### config.mk
export PLATFORM = sky130hd
export DESIGN_NAME = edge_generator_flat
export DESIGN_NICKNAME = d
export VERILOG_FILES = /design/src/rtl/edge_generator_if.sv /design/src/rtl/edge_generator.sv /design/src/flat_wrapper.sv
export SDC_FILE = /design/constraint.sdc
export NUM_CORES = 1
export LEC_CHECK = 0
export CORE_MARGIN = 1.5
export CORE_UTILIZATION = 45
export CTS_CLUSTER_SIZE = 30
export DETAILED_ROUTE_END_ITERATION = 7
export GPL_TIMING_DRIVEN = 0
export PLACE_DENSITY = 0.68
export SYNTH_ARGS = -nofsm -noshare
export SYNTH_HDL_FRONTEND = slang
export SYNTH_SLANG_ARGS = --single-unit
### constraint.sdc
create_clock -name sys_clk -period 3.26 [get_ports sys_clk]
set_input_delay 0.326 -clock sys_clk [delete_from_list [all_inputs] [get_ports sys_clk]]
set_output_delay 0.326 -clock sys_clk [all_outputs]
set_load 0.005 [all_outputs]
### src/rtl/edge_generator_if.sv
// Bus bundle between the injection logic (master) and the edge generator (slave).
interface edge_generator_if;
    logic       start;
    logic [7:0] num_pulses;
    logic       abort;
    logic       sig_out;
    logic       rise_edge;
    logic       fall_edge;
    logic       busy;
    logic       done;

    modport master (
        output start, num_pulses, abort,
        input  sig_out, rise_edge, fall_edge, busy, done
    );

    modport slave (
        input  start, num_pulses, abort,
        output sig_out, rise_edge, fall_edge, busy, done
    );
endinterface

### src/rtl/edge_generator.sv
// Burst pulse generator: emits num_pulses clean pulses at a programmable
// half-period, with one-cycle rise/fall strobes registered alongside each
// line transition and a one-cycle done strobe after a trailing guard hold.
module edge_generator #(
    parameter int unsigned HALF_PERIOD = 4,
    parameter int unsigned CTR_WIDTH   = 8,
    parameter logic        IDLE_LEVEL  = 1'b0
) (
    input logic             sys_clk,
    input logic             rst,
    edge_generator_if.slave bus
);

    typedef enum logic [1:0] {
        S_IDLE,
        S_ACTIVE,
        S_GUARD
    } state_t;

    localparam logic [CTR_WIDTH-1:0] LP_LAST = CTR_WIDTH'(HALF_PERIOD - 1);

    state_t               r_state;
    logic [CTR_WIDTH-1:0] r_ctr;
    logic [7:0]           r_remaining;
    logic                 r_sig;
    logic                 r_rise;
    logic                 r_fall;
    logic                 r_busy;
    logic                 r_done;

    state_t               w_state;
    logic [CTR_WIDTH-1:0] w_ctr;
    logic [7:0]           w_remaining;
    logic                 w_sig;
    logic                 w_rise;
    logic                 w_fall;
    logic                 w_busy;
    logic                 w_done;
    logic                 w_ctr_last;

    assign w_ctr_last = (r_ctr == LP_LAST);

    // State and all outputs are registered; reset returns the line to idle at once.
    always_ff @(posedge sys_clk or negedge rst) begin
        if (!rst) begin
            r_state     <= S_IDLE;
            r_ctr       <= '0;
            r_remaining <= '0;
            r_sig       <= IDLE_LEVEL;
            r_rise      <= 1'b0;
            r_fall      <= 1'b0;
            r_busy      <= 1'b0;
            r_done      <= 1'b0;
        end else begin
            r_state     <= w_state;
            r_ctr       <= w_ctr;
            r_remaining <= w_remaining;
            r_sig       <= w_sig;
            r_rise      <= w_rise;
            r_fall      <= w_fall;
            r_busy      <= w_busy;
            r_done      <= w_done;
        end
    end

    // Next-state, half-period timing, pulse counting and strobe generation.
    always_comb begin
        w_state     = r_state;
        w_ctr       = r_ctr;
        w_remaining = r_remaining;
        w_sig       = r_sig;
        w_rise      = 1'b0;
        w_fall      = 1'b0;
        w_busy      = r_busy;
        w_done      = 1'b0;

        case (r_state)
            S_IDLE: begin
                if (bus.start) begin
                    if (bus.num_pulses != 8'd0) begin
                        w_remaining = bus.num_pulses;
                        w_ctr       = '0;
                        w_busy      = 1'b1;
                        w_state     = S_ACTIVE;
                    end else begin
                        w_done = 1'b1;
                    end
                end
            end

            S_ACTIVE: begin
                if (bus.abort) begin
                    // Abort outranks a coincident toggle: only a return-to-idle strobe can fire.
                    w_sig   = IDLE_LEVEL;
                    w_ctr   = '0;
                    w_state = S_GUARD;
                    if (r_sig != IDLE_LEVEL) begin
                        w_rise = IDLE_LEVEL;
                        w_fall = ~IDLE_LEVEL;
                    end
                end else if (w_ctr_last) begin
                    w_ctr  = '0;
                    w_sig  = ~r_sig;
                    w_rise = ~r_sig;
                    w_fall = r_sig;
                    if (r_sig != IDLE_LEVEL) begin
                        if (r_remaining != 8'd0) begin
                            w_remaining = r_remaining - 8'd1;
                        end
                        if (r_remaining <= 8'd1) begin
                            w_state = S_GUARD;
                        end
                    end
                end else begin
                    w_ctr = r_ctr + CTR_WIDTH'(1);
                end
            end

            S_GUARD: begin
                if (w_ctr_last) begin
                    w_ctr   = '0;
                    w_busy  = 1'b0;
                    w_done  = 1'b1;
                    w_state = S_IDLE;
                end else begin
                    w_ctr = r_ctr + CTR_WIDTH'(1);
                end
            end

            default: begin
                w_state = S_IDLE;
            end
        endcase
    end

    assign bus.sig_out   = r_sig;
    assign bus.rise_edge = r_rise;
    assign bus.fall_edge = r_fall;
    assign bus.busy      = r_busy;
    assign bus.done      = r_done;

endmodule

### src/flat_wrapper.sv
// flat-port wrapper written by rule: the top's interface ports become plain ports
module edge_generator_flat 
#(
    parameter int unsigned HALF_PERIOD = 4,
    parameter int unsigned CTR_WIDTH   = 8,
    parameter logic        IDLE_LEVEL  = 1'b0
)
  (sys_clk, rst, bus_start, bus_num_pulses, bus_abort, bus_sig_out, bus_rise_edge, bus_fall_edge, bus_busy, bus_done);
  edge_generator_if bus_i ();
  input logic sys_clk;
  input logic rst;
  input wire logic [$bits(bus_i.start)-1:0] bus_start;
  input wire logic [$bits(bus_i.num_pulses)-1:0] bus_num_pulses;
  input wire logic [$bits(bus_i.abort)-1:0] bus_abort;
  output wire logic [$bits(bus_i.sig_out)-1:0] bus_sig_out;
  output wire logic [$bits(bus_i.rise_edge)-1:0] bus_rise_edge;
  output wire logic [$bits(bus_i.fall_edge)-1:0] bus_fall_edge;
  output wire logic [$bits(bus_i.busy)-1:0] bus_busy;
  output wire logic [$bits(bus_i.done)-1:0] bus_done;
  assign bus_i.start = bus_start;
  assign bus_i.num_pulses = bus_num_pulses;
  assign bus_i.abort = bus_abort;
  assign bus_sig_out = bus_i.sig_out;
  assign bus_rise_edge = bus_i.rise_edge;
  assign bus_fall_edge = bus_i.fall_edge;
  assign bus_busy = bus_i.busy;
  assign bus_done = bus_i.done;
  edge_generator #(.HALF_PERIOD(HALF_PERIOD), .CTR_WIDTH(CTR_WIDTH), .IDLE_LEVEL(IDLE_LEVEL)) u_core (.sys_clk(sys_clk), .rst(rst), .bus(bus_i));
endmodule
==> results.txt, run 1 <==
Results of the run.

The dominant cell type by area after synthesis is sky130_fd_sc_hd__dfrtp_1. The internal portion of the total power is between 0.0006 and 0.0007 W. The compound-gate portion of the synthesized area is 0.200. The count of library flops with an enable pin is 0. The largest power group is combinational logic.

By instance count after routing, the leading logic cell types are 23 x sky130_fd_sc_hd__dfrtp_1, 16 x sky130_fd_sc_hd__clkdlybuf4s50_1, 14 x sky130_fd_sc_hd__o21ai_0. The slowest stage of the critical path belongs to the cell sky130_fd_sc_hd__a31oi_1. The detailed-route wire length on metal 1 is approximately 1500 um. Hold is met by between 0.5 and 0.6 ns. The topmost layer with routed signal wires is met4. The number of clock buffers added by TritonCTS is 3. The number of nets in the layout is between 200 and 250. The run finished with clean final reports. The post-layout worst setup margin is 0.910 ns. In the layout the tool counted multi-input logic cells amounting to 126. The buffers plus inverters on the worst setup path is 1. The fraction of met1 tracks used by global routing is 0.271. The final layout reports a setup TNS of 0 ns. The global router's overall resource usage is 0.210.

The post-synth area from yosys stat is around 1500 sq um. Summed over all nets, the half-perimeter wirelength after detailed placement is roughly 2600 um. CTS built an H-tree with a depth of 1.

Setup repair after global routing left no endpoint under its margin. The leakage power figure is ~0.75 nW. Per the timing report, the most critical flop-to-flop path originates at u_core.r_remaining[3].

The global routing usage on met2 is 0.343. The sink count of the clock tree is 23. CTS reports a maximum clock tree buffer depth of 2.

The normalized max-slew margin is 0.299. Counting the clock-network buffers in the layout gives 4. The number of cells on the worst reg-to-reg path is 6. The worst endpoint data arrival time is ~2.6 ns. The predominant post-synthesis flop cell is sky130_fd_sc_hd__dfrtp_1. The first detailed-routing pass ran for 4 iterations. For this configuration, the core starts out at a cell density of 0.478. The netlist area before placement is approximately 1500 sq um.

Yosys reports that the most numerous cell types are 23 x sky130_fd_sc_hd__dfrtp_1, 14 x sky130_fd_sc_hd__o21ai_0, 13 x sky130_fd_sc_hd__nand3_1, 13 x sky130_fd_sc_hd__nor2_1, 12 x sky130_fd_sc_hd__inv_1. The placed instance count is roughly 230. The TritonCTS clock tree is yes.

The met2 layer wire length in the routed design is around 1700 um. The switching power of the nets is between 0.0005 and 0.0006 W. The post-placement cell area is between 1500 and 2000 sq um. The count of buffers inserted at the top-level ports is 16.

Post-CTS repair ended up resizing 0 cells. The largest net degree at the start of global routing is 24. Per the detail_route report, DRC violations left total 0. The parity-gate share of the synthesized area counting xor and xnor cells is 0.

The sequential share of the synthesized area is 0.391. In the post-route report, total wirelength is listed as about 3500 um. The global-route met3 utilization is 0.0433. After routing the design area is about 1700 sq um. Per the timing report, the achievable frequency comes out to around 0.43 GHz. The startpoint-to-endpoint class of the critical path is flip-flop to flip-flop. The registers reported with the highest flop counts are u_core.r_ctr (8), u_core.r_remaining (8), u_core.r_state (2). RePlAce ended its routability-driven mode at a weighted congestion of around 0.84. Per the post-synthesis report, the number of cells in the design is ~170. The post-route antenna net violation count is 0. The share of total power dissipated in sequential elements is 0.370. The portion of the layout cell area used by non-clock buffers is 0.108.

Relative to the synthesized area, the layout overhead comes to 16.4%. The depth of the critical timing path with buffers and inverters included is 6. In the synthesized netlist the async set-or-reset flop fraction comes to 1.00. The net switching share of the total power is 0.447. Looking at the hold checks, the worst path lands on u_core.r_ctr[1]. The final standard cell count with taps included and fillers excluded is between 200 and 250. Among the non-sequential cells, simple AND/OR/NAND/NOR gates take the most area. The required time of the critical path is between 3 and 4 ns.

The clock-cell share of area is 0.0153. The sequential power is 0.000462 W. The global route total overflow is 0. The final setup violation count is 0. The average detailed-routed wire length per instance is roughly 15 um. Detailed routing placed a total of around 200 um of wire on met3.
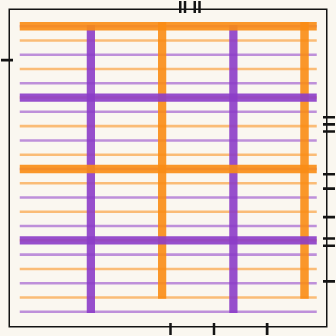
**Above:** run 1 (power grid).
Pins as bars on the die edge.
[purple] VSS
[orange] VDD
rows: 20
met1 rails: 21
chip height: 60.2 um
largest vdd supply drop: 0.298 mV

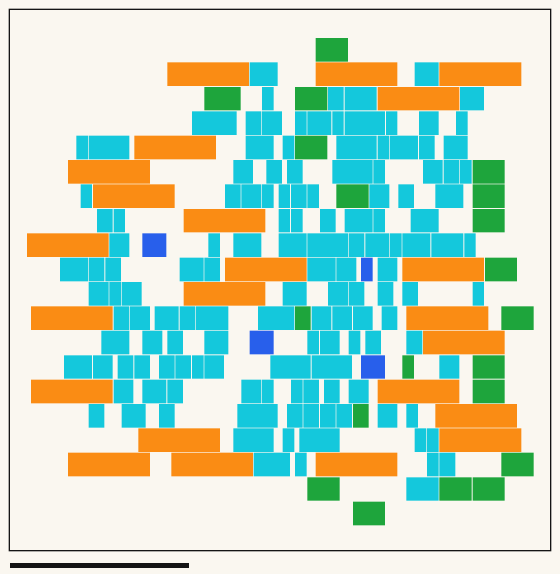
**Above:** run 1 (cell classes on the final placement).
The bar under the picture is 20 um long.
[cyan] remaining logic cells | cells: 138 | share of their area: 53%
[orange] registers | cells: 23 | share of their area: 35%
[blue] clock drivers and dummy loads | cells: 4 | share of their area: 1.6%
[green] remaining buffers and delay cells | cells: 20 | share of their area: 11%
core outline area: 3080 sq um
flop share of the area: 0.336
fraction of the core area covered by cells at the end of the flow: 0.557
# rows: 20

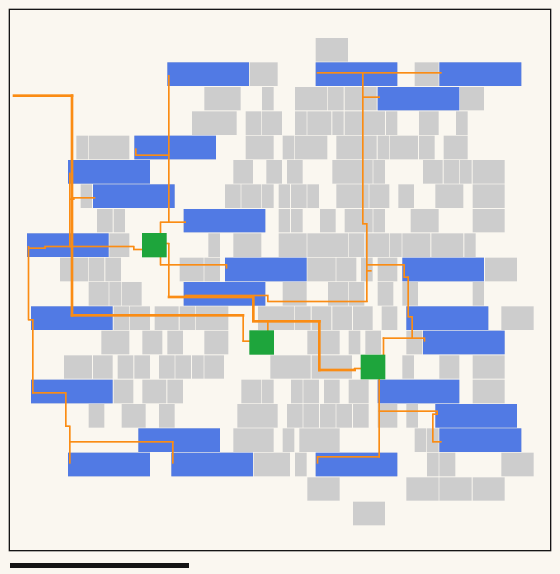
**Above:** run 1 (clock distribution).
The bar under the picture is 20 um long.
[green] clock-net drivers | count: 3
[orange] clock wires | length: 314 um
[blue] flip-flops | count: 23
flops lie: widely spread
routed clock nets: 4
total clock network power: 0.000133 W
clock share of power: 0.107

**Run 1: wiring by layer**

Only two layers are drawn.
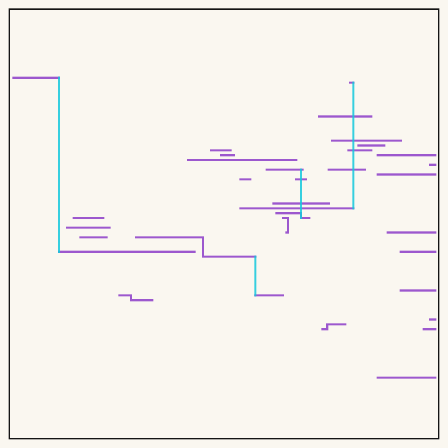

==> inputs of run 2 (changes only) <==
--- a/config.mk
+++ b/config.mk
@@ -10,7 +10,7 @@
 export CTS_CLUSTER_SIZE = 30
 export DETAILED_ROUTE_END_ITERATION = 7
 export GPL_TIMING_DRIVEN = 0
-export PLACE_DENSITY = 0.68
+export PLACE_DENSITY = 0.71
 export SYNTH_ARGS = -nofsm -noshare
 export SYNTH_HDL_FRONTEND = slang
 export SYNTH_SLANG_ARGS = --single-unit
==> constraint.sdc (replaced) <==
create_clock -name sys_clk -period 2.08 [get_ports sys_clk]
set_input_delay 0.208 -clock sys_clk [delete_from_list [all_inputs] [get_ports sys_clk]]
set_output_delay 0.208 -clock sys_clk [all_outputs]
set_load 0.005 [all_outputs]
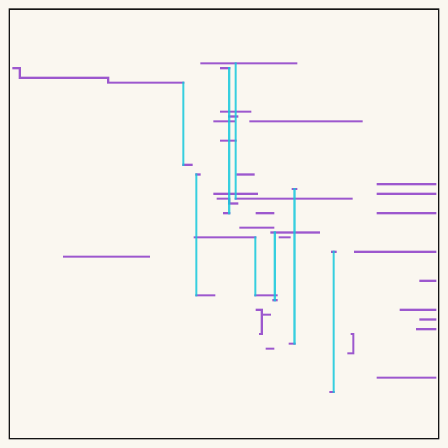
**Above:** run 2 (wiring by layer).
Only two layers are drawn.
[purple] M3 | wire length: 204 um
[cyan] M4 | wire length: 127 um
total wire length after detailed routing: 3780 um
GRT Util Overall: 0.227
wire length per cell: 16.1 um

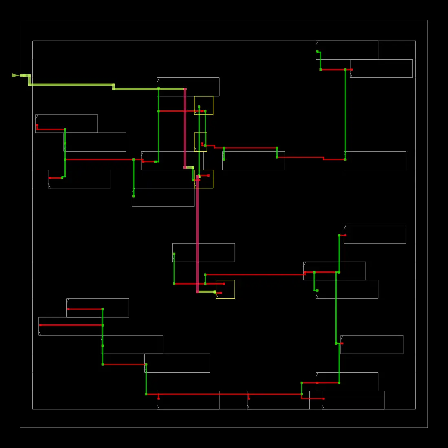
**Above:** run 2 (clock nets).
total clock network power: 0.000219 W
Worst Skew: 0.0146 ns
clock network latency to the later pin of the worst-skew pair: 0.33 ns
CTS sink cnt: 23

==> run 2 against run 1 <==
- global-route usage is 1.7 points higher
- power increased by 74%
- design area up 8.5%
- area after synthesis unchanged
- clock power rose by 65%
- sequential cell count is the same
- critical path type unchanged
- largest cell class unchanged
==> results.txt, run 2 <==
Results of the run.

The run finished with clean final reports. In this run, power in flip-flops and latches comes to between 0.0007 and 0.0008 W. The leakage power figure is 0.789 nW. The library cells used most frequently in the layout, excluding fill and tap cells, are 22 x sky130_fd_sc_hd__dfrtp_1, 16 x sky130_fd_sc_hd__clkdlybuf4s50_1, 13 x sky130_fd_sc_hd__o21ai_0. The maximum level of the CTS H-tree is 1. The initial core utilization is 0.478. The buffers plus inverters on the worst setup path is 0.

The global route total overflow is 0. The final weighted congestion recorded by global placement is ~0.89. The worst endpoint data arrival time is roughly 2.3 ns. The post-route antenna net violation count is 0. The worst-case max-slew headroom was logged as 0.306. The number of nets in the layout is between 200 and 250.

In the per-layer summary, the met1 wirelength comes to approximately 1500 um. The summed negative setup slack over all endpoints is 0 ns. The routed length on met3 is slightly above 200 um.

For reference, the top cells by count after synthesis are 23 x sky130_fd_sc_hd__dfrtp_1, 14 x sky130_fd_sc_hd__o21ai_0, 13 x sky130_fd_sc_hd__nand3_1, 13 x sky130_fd_sc_hd__nor2_1, 12 x sky130_fd_sc_hd__inv_1. The final setup violation count is 0. Summing all placed instances gives a cell area of roughly 1700 sq um. The post-layout worst setup margin is roughly 0.046 ns.

The synthesized design spends more area on one cell type than any other, namely sky130_fd_sc_hd__dfrtp_1. The script parses the final routing iteration and logs DRC violations as 0. The startpoint-to-endpoint class of the critical path is flip-flop to flip-flop. The placed instance count is about 230. The clock passes through at most 2 buffers. Counting the buffers created by CTS gives 3. Of the synthesized area, sequential elements account for 0.391. The slowest stage cell on the critical path is sky130_fd_sc_hd__or4_4. The registers reported with the highest flop counts are u_core.r_ctr (8), u_core.r_remaining (8), u_core.r_state (2). The number of multi-input logic gates is between 100 and 150. In this run the standard cell core region covers between 3000 and 4000 sq um. The flow reports an fmax of 0.492 GHz.

Ranked by power, first place goes to combinational logic. The share of cell area taken by flip-flops and latches is 0.310. The final standard cell count with taps included and fillers excluded is approximately 230. The area added between synthesis and finish is 26.3%. Routing resource usage on met1 recorded by global route was 0.264.

The largest family of logic cells by area is simple AND/OR/NAND/NOR gates. The depth of the critical timing path with buffers and inverters included is 5. The post-synth area from yosys stat is between 1000 and 1500 sq um.

Per the timing report, the most critical flop-to-flop path originates at u_core.r_ctr[3]. Of all flip-flops after synthesis, the portion carrying an async set or reset was 1.00. The final cell area excluding filler cells is ~1900 sq um. The switching power of the nets is 0.000988 W. The cell-mix breakdown from Yosys lists the XOR/XNOR area share as 0. The post-synth count of flops with an enable pin is 0. The layout report lists the non-clock buffer share of cell area as 0.122. The share of total power dissipated in the clock network is 0.101. The netlist area before placement is approximately 1500 sq um. The number of iterations in the first detailed-routing pass is 4.

The count of mapped cells out of synthesis is 165. The predominant post-synthesis flop cell is sky130_fd_sc_hd__dfrtp_1. The height of the die is 60.2 um. The net switching share of the total power is 0.453. The count of buffers added on input and output ports is 16. The worst reg2reg path depth is 5. The final HPWL from detailed placement is ~2700 um. After floorplanning, the core was divided into 20 placement rows. Entering global routing, the biggest net connects 24 pins. The final hold slack is roughly 0.43 ns.
Power and IR drop assume default switching activity.
